<file path="src/rtl/truth_table_sweeper.sv">
// Exhaustive truth-table sweeper: drives every N_IN-bit vector in ascending order,
// holds each for SETTLE_CYC cycles, then compares dut_out vs exp_out under a latched mask.
// Optional build macro TTS_STOP_ON_FAIL_EN: the first failing compare ends the sweep.
module truth_table_sweeper #(
   parameter int N_IN       = 3,
   parameter int N_OUT      = 2,
   parameter int SETTLE_CYC = 2
) (
   input  logic             clk,
   input  logic             rst_n,
   input  logic             start,
   input  logic             abort,
   input  logic [N_OUT-1:0] cmp_mask,
   input  logic [N_OUT-1:0] dut_out,
   input  logic [N_OUT-1:0] exp_out,
   output logic [N_IN-1:0]  stim,
   output logic             busy,
   output logic             done,
   output logic             pass,
   output logic [N_IN:0]    mismatch_cnt,
   output logic [N_IN-1:0]  first_fail_vec,
   output logic             first_fail_valid
);

   // Settle counter only ever holds SETTLE_CYC-1 down to 0.
   localparam int CW = (SETTLE_CYC > 1) ? $clog2(SETTLE_CYC) : 1;
   localparam logic [CW-1:0]   CNT_RELOAD = CW'(SETTLE_CYC - 1);
   localparam logic [CW-1:0]   CNT_ONE    = CW'(1);
   localparam logic [N_IN-1:0] STIM_ONE   = N_IN'(1);
   localparam logic [N_IN:0]   MM_ONE     = (N_IN + 1)'(1);

`ifdef TTS_STOP_ON_FAIL_EN
   localparam bit STOP_ON_FAIL = 1'b1;
`else
   localparam bit STOP_ON_FAIL = 1'b0;
`endif

   typedef enum logic [1:0] {
      S_IDLE   = 2'd0,
      S_SETTLE = 2'd1,
      S_CHECK  = 2'd2,
      S_DONE   = 2'd3
   } state_t;

   state_t             state_q, state_d;
   logic [N_IN-1:0]    stim_q, stim_d;
   logic [CW-1:0]      cnt_q, cnt_d;
   logic [N_OUT-1:0]   mask_q, mask_d;
   logic [N_IN:0]      mm_q, mm_d;
   logic [N_IN-1:0]    ffv_q, ffv_d;
   logic               ffvalid_q, ffvalid_d;
   logic               pass_q, pass_d;

   logic               fail;
   logic               last_vec;

   assign fail     = |((dut_out ^ exp_out) & mask_q);
   assign last_vec = &stim_q;

   // State register and result registers; reset clears everything immediately.
   always_ff @(posedge clk or negedge rst_n) begin
      if (!rst_n) begin
         state_q   <= S_IDLE;
         stim_q    <= '0;
         cnt_q     <= '0;
         mask_q    <= '0;
         mm_q      <= '0;
         ffv_q     <= '0;
         ffvalid_q <= 1'b0;
         pass_q    <= 1'b0;
      end else begin
         state_q   <= state_d;
         stim_q    <= stim_d;
         cnt_q     <= cnt_d;
         mask_q    <= mask_d;
         mm_q      <= mm_d;
         ffv_q     <= ffv_d;
         ffvalid_q <= ffvalid_d;
         pass_q    <= pass_d;
      end
   end

   // Next-state logic: settle/check walk over vectors, abort drops back to IDLE.
   always_comb begin
      state_d   = state_q;
      stim_d    = stim_q;
      cnt_d     = cnt_q;
      mask_d    = mask_q;
      mm_d      = mm_q;
      ffv_d     = ffv_q;
      ffvalid_d = ffvalid_q;
      pass_d    = pass_q;
      case (state_q)
         S_IDLE: begin
            // abort outranks start so a coincident pair never launches a sweep
            if (start && !abort) begin
               stim_d    = '0;
               mm_d      = '0;
               ffvalid_d = 1'b0;
               pass_d    = 1'b0;
               mask_d    = cmp_mask;
               cnt_d     = CNT_RELOAD;
               state_d   = S_SETTLE;
            end
         end
         S_SETTLE: begin
            if (abort) begin
               state_d = S_IDLE;
            end else if (cnt_q == '0) begin
               state_d = S_CHECK;
            end else begin
               cnt_d = cnt_q - CNT_ONE;
            end
         end
         S_CHECK: begin
            // an abort landing on the compare cycle discards that compare
            if (abort) begin
               state_d = S_IDLE;
            end else begin
               if (fail) begin
                  mm_d = mm_q + MM_ONE;
                  if (!ffvalid_q) begin
                     ffv_d     = stim_q;
                     ffvalid_d = 1'b1;
                  end
               end
               if (last_vec || (STOP_ON_FAIL && fail)) begin
                  state_d = S_DONE;
               end else begin
                  stim_d  = stim_q + STIM_ONE;
                  cnt_d   = CNT_RELOAD;
                  state_d = S_SETTLE;
               end
            end
         end
         S_DONE: begin
            // mm_q already includes the final compare made in CHECK
            pass_d  = (mm_q == '0);
            state_d = S_IDLE;
         end
         default: state_d = S_IDLE;
      endcase
   end

   assign stim             = stim_q;
   assign busy             = (state_q == S_SETTLE) || (state_q == S_CHECK);
   assign done             = (state_q == S_DONE);
   assign pass             = pass_q;
   assign mismatch_cnt     = mm_q;
   assign first_fail_vec   = ffv_q;
   assign first_fail_valid = ffvalid_q;

endmodule

</file>
<file path="config.mk">
export PLATFORM = sky130hd
export DESIGN_NAME = truth_table_sweeper
export DESIGN_NICKNAME = d
export VERILOG_FILES = /design/src/rtl/truth_table_sweeper.sv
export SDC_FILE = /design/constraint.sdc
export NUM_CORES = 1
export LEC_CHECK = 0
export CAP_MARGIN = 20
export CORE_UTILIZATION = 52
export DETAILED_ROUTE_END_ITERATION = 8
export PLACE_DENSITY_LB_ADDON = 0.1
export SYNTH_ARGS = -nofsm -noshare
export SYNTH_HDL_FRONTEND = slang
export SYNTH_SLANG_ARGS = --single-unit
</file>
<file path="constraint.sdc">
create_clock -name clk -period 2.6 [get_ports clk]
set_input_delay 0.39 -clock clk [delete_from_list [all_inputs] [get_ports clk]]
set_output_delay 0.39 -clock clk [all_outputs]
set_load 0.02 [all_outputs]
</file>
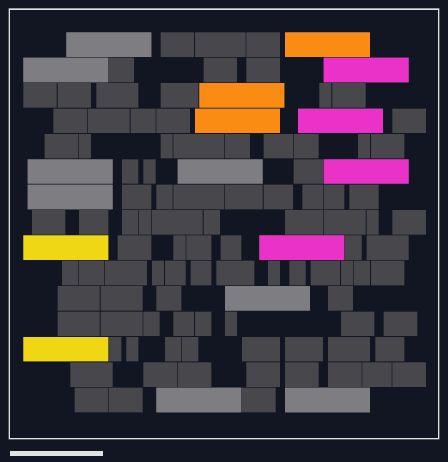
run_1/ff_map.png
The bar under the picture is 10 um long. Other sequential cells in the stronger gray, the rest of the logic in the fainter gray.
- state_q: yellow (sequential cells 2)
- mismatch_cnt: magenta (sequential cells 4)
- first_fail_vec: orange (sequential cells 3)
- not colored: 8

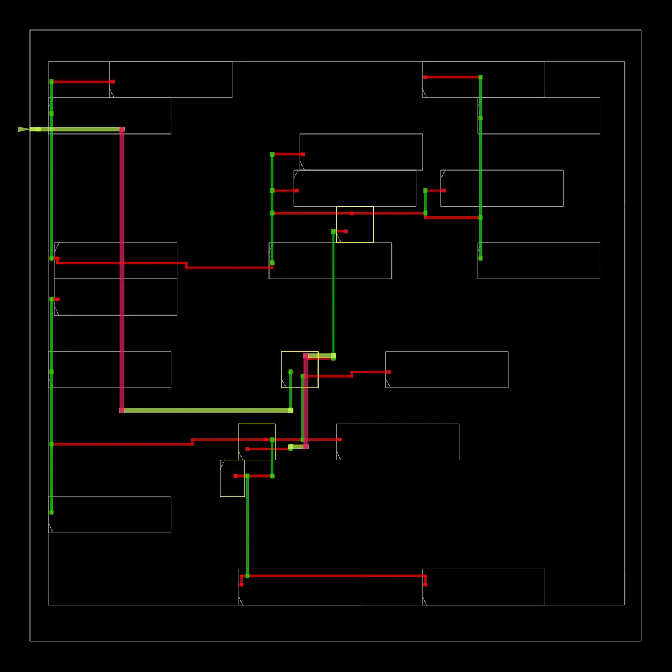
run_1/clock_nets.png
Clk Latency, worst-skew pair: 290 ps
CTS Buf Count: 3
clk sinks: 17
CLK BUF: 3
Seq cells: 17

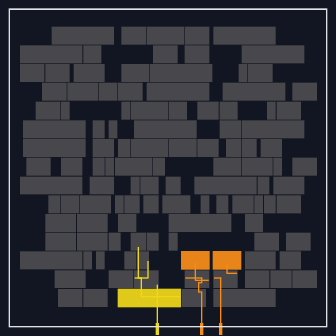
run_1/port_trees.png
- cmp_mask: orange (bits 2; direction input; end cells 2; buffers 2; wire 24.4 um)
- pass: yellow (bits 1; direction output; end cells 1; buffers 1; wire 22.9 um)

==> impl_metrics.py, run 1 <==
# Auto-generated metrics
metrics = {
    "global_route": {
        "antenna_found_initial": 0,
        "met1_usage_pct": 25.1,
        "grt_busiest_layer": "met2",
        "grt_pass1_wl_um": 3160,
        "use_met3_pct": 3.57,
        "grt_max_degree": 18,
    },
    "final_timing": {
        "setup_ws_ps": 524,
        "fmax_mhz": 482,
        "fin_skew_ps": 4.51,
        "rsz0062_at_grt": "false",
        "tns_ps": 0,
        "max-slew-margin-rel_pct": 50.4,
        "worst_pin_slew_ps": 742,
        "drv_slew": 0,
        "period_used_pct": 79.8,
        "hold_ws_ps": 508,
        "period_needed_ps": 2080,
    },
    "cells_and_area": {
        "final_cell_count_no_fill": 139,
        "comb_area_sq_um": 541,
        "antenna_cells": 0,
        "final_layout_top_logic_cells": "clkdlybuf4s50_1 (23), dfrtp_1 (17), ha_1 (10), inv_1 (7), nand2_1 (7)",
        "ff_latch_area_sq_um": 425,
        "lay_top_count": "clkdlybuf4s50_1",
        "buffer_area_share_pct": 18.0,
        "buffers": 23,
        "fill_cells": 137,
        "drive_above_1_share_pct": 14.9,
        "dominant_cells": "logic gates",
        "nets": 135,
        "nMultiInputCombCells": 63,
    },
    "die": {
        "die_area_sq_um": 2100,
        "die_y_um": 45.9,
        "n_tap_cell": 25,
    },
    "critical_path": {
        "worstPathArrival_ps": 1690,
        "start_kind": "register",
        "path_class": "reg -> out",
        "cp_num_buf_inv": 2,
        "rr_startpoint": "state_q[0]$_DFFE_PN0P_",
        "cpMaxStageDelayCell": "clkdlybuf4s50_1",
        "r2r_setup_slack_ps": 650,
        "critical_path_depth": 3,
        "cp_max_fo": 5,
        "critPathRequiredTime_ps": 2210,
    },
    "synthesis": {
        "syn-num-nets": 109,
        "synthArstFlopShare_pct": 100,
        "compound_area_share_pct": 18.0,
        "synth_area_sq_um": 1000,
        "seq_area_frac_synth_pct": 42.5,
        "top_area_cell": "dfrtp_1",
        "topCombFamilyByArea": "AND-OR/OR-AND gates",
        "synth-adder-area-share_pct": 12.5,
        "ys_warn_count": 0,
        "synthCells": 89,
        "mux_area_share_pct": 10.0,
        "ys_ff": 17,
        "synthTopCellsByCount": "dfrtp_1 (17), ha_1 (10), inv_1 (7), nand2_1 (7), a21oi_1 (5)",
        "top_cell_area_share_pct": 42.5,
        "topCellsByArea": "dfrtp_1 (43%), ha_1 (13%), mux2_2 (4.5%)",
        "ys.flop_type": "dfrtp_1",
        "ys_chip_area_sq_um": 1000,
        "enable_flop_cells": 0,
    },
    "detailed_routing": {
        "drt_iter0_markers": 18,
        "route.top_layer_used": "met4",
        "wl_per_cell_um": 14.0,
        "dr.pass1.iters": 4,
        "routed_wl_um": 1940,
        "viasPerCell": 5.35,
        "vias": 743,
        "wl_met1_um": 918,
        "drc": 0,
        "ant_nets": 0,
    },
    "clock_tree": {
        "ctsResizeCount": 0,
        "tritoncts": "done",
        "post_cts_buffers": 0,
        "clockRootBuffer": "clkbuf_4",
    },
    "power_and_ir_drop": {
        "switchingPower_uw": 470,
        "powerClk_uw": 145,
        "p_comb_uw": 601,
        "power.share.switching_pct": 40.6,
        "power_density_nw_per_um2": 903,
        "leakage_uw": 0.000603,
        "power_frac_comb_pct": 51.9,
        "seq_power_share_pct": 35.6,
        "p_int_uw": 688,
    },
    "run_status": {
        "status": "complete, no violations",
    },
    "placed_design": {
        "place_ws_ps": 560,
        "place_area_sq_um": 1250,
        "dpl.cell_count": 135,
        "gp_congestion": 0.781,
    },
    "worst_hold_path": {
        "hold_path.class": "reg -> reg",
    },
}
==> inputs of run 2 (changes only) <==
--- a/config.mk
+++ b/config.mk
@@ -6,7 +6,7 @@
 export NUM_CORES = 1
 export LEC_CHECK = 0
 export CAP_MARGIN = 20
-export CORE_UTILIZATION = 52
+export CORE_UTILIZATION = 43
 export DETAILED_ROUTE_END_ITERATION = 8
 export PLACE_DENSITY_LB_ADDON = 0.1
 export SYNTH_ARGS = -nofsm -noshare
==> constraint.sdc (replaced) <==
create_clock -name clk -period 1.8 [get_ports clk]
set_input_delay 0.27 -clock clk [delete_from_list [all_inputs] [get_ports clk]]
set_output_delay 0.27 -clock clk [all_outputs]
set_load 0.02 [all_outputs]
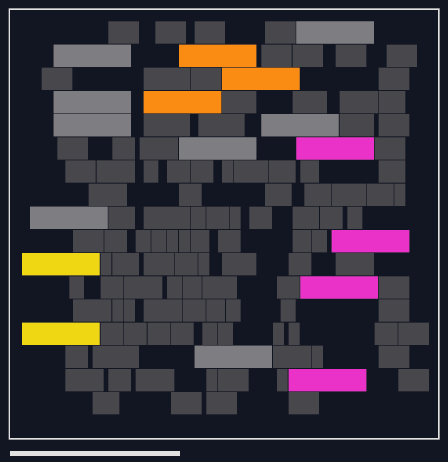
run_2/ff_map.png
The bar under the picture is 20 um long. Other sequential cells in the stronger gray, the rest of the logic in the fainter gray.
- first_fail_vec: orange (sequential cells 3)
- mismatch_cnt: magenta (sequential cells 4)
- state_q: yellow (sequential cells 2)
- not colored: 8

==> run 2 against run 1 <==
Net effect: critical path depth up 1; clock power up 41%; synthesized cell count stayed put; worst hold slack worse by 210 ps; highest routed layer unchanged.
==> impl_metrics.py, run 2 <==
# Auto-generated metrics
metrics = {
    "run_status": {
        "status": "complete, no violations",
    },
    "die": {
        "die_area_sq_um": 2520,
        "n_tap_cell": 28,
    },
    "synthesis": {
        "top_cell_area_share_pct": 42.5,
        "synthTopCellsByCount": "dfrtp_1 (17), ha_1 (10), inv_1 (7), nand2_1 (7), a21oi_1 (5)",
        "synthCells": 89,
        "mux_area_share_pct": 10.0,
        "ys_chip_area_sq_um": 1000,
        "ys.flop_type": "dfrtp_1",
        "synth_area_sq_um": 1000,
        "ys_warn_count": 0,
    },
    "clock_tree": {
        "clockRootBuffer": "clkbuf_4",
        "cts_sinks": 17,
        "post_cts_buffers": 2,
        "ctsResizeCount": 2,
        "clock_latency_ps": 290,
        "tritoncts": "done",
        "cts_buffers": 3,
    },
    "final_timing": {
        "hold_ws_ps": 298,
        "fmax_mhz": 577,
        "rsz0062_at_grt": "false",
        "tns_ps": 0,
        "worst_pin_slew_ps": 409,
        "period_used_pct": 96.3,
        "max-slew-margin-rel_pct": 72.0,
    },
    "detailed_routing": {
        "vias": 828,
        "wl_met1_um": 945,
        "ant_nets": 0,
        "dr.pass1.iters": 4,
        "routed_wl_um": 2040,
        "drc": 0,
        "drt_iter0_markers": 10,
    },
    "placed_design": {
        "gp_congestion": 0.761,
    },
    "power_and_ir_drop": {
        "power_frac_comb_pct": 55.7,
        "leakage_uw": 0.000680,
        "power_density_nw_per_um2": 1290,
        "power.share.switching_pct": 39.5,
        "switchingPower_uw": 712,
        "seq_power_share_pct": 33.0,
    },
    "cells_and_area": {
        "dominant_cells": "logic gates",
        "flops": 17,
        "drive_above_1_share_pct": 27.3,
        "nMultiInputCombCells": 63,
        "fill_cells": 181,
        "final_cell_count_no_fill": 156,
        "nets": 149,
        "clock_buffers": 3,
        "final_layout_top_logic_cells": "clkdlybuf4s50_1 (21), dfrtp_1 (17), buf_4 (14), ha_1 (9), nand2_1 (7)",
    },
    "critical_path": {
        "cp_max_fo": 4,
        "path_class": "reg -> out",
        "start_kind": "register",
        "rr_startpoint": "state_q[1]$_DFFE_PN0P_",
        "r2r_setup_slack_ps": 70,
        "worstPathArrival_ps": 1460,
        "cp_num_buf_inv": 3,
        "critical_path_depth": 4,
    },
    "global_route": {
        "grt_busiest_layer": "met2",
        "use_met3_pct": 2.73,
        "met1_usage_pct": 24.0,
        "grt_pass1_wl_um": 3470,
        "antenna_found_initial": 0,
        "grt_max_degree": 18,
    },
}
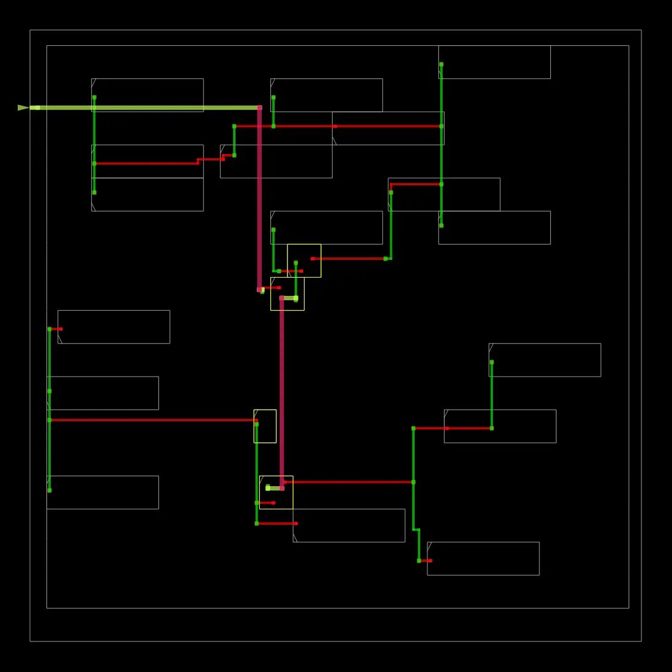
run_2/clock_nets.png
Worst Skew: 1.68 ps
clock-net power: 204 uW

Power figures rest on the tool's default switching activity, not on a simulated workload.
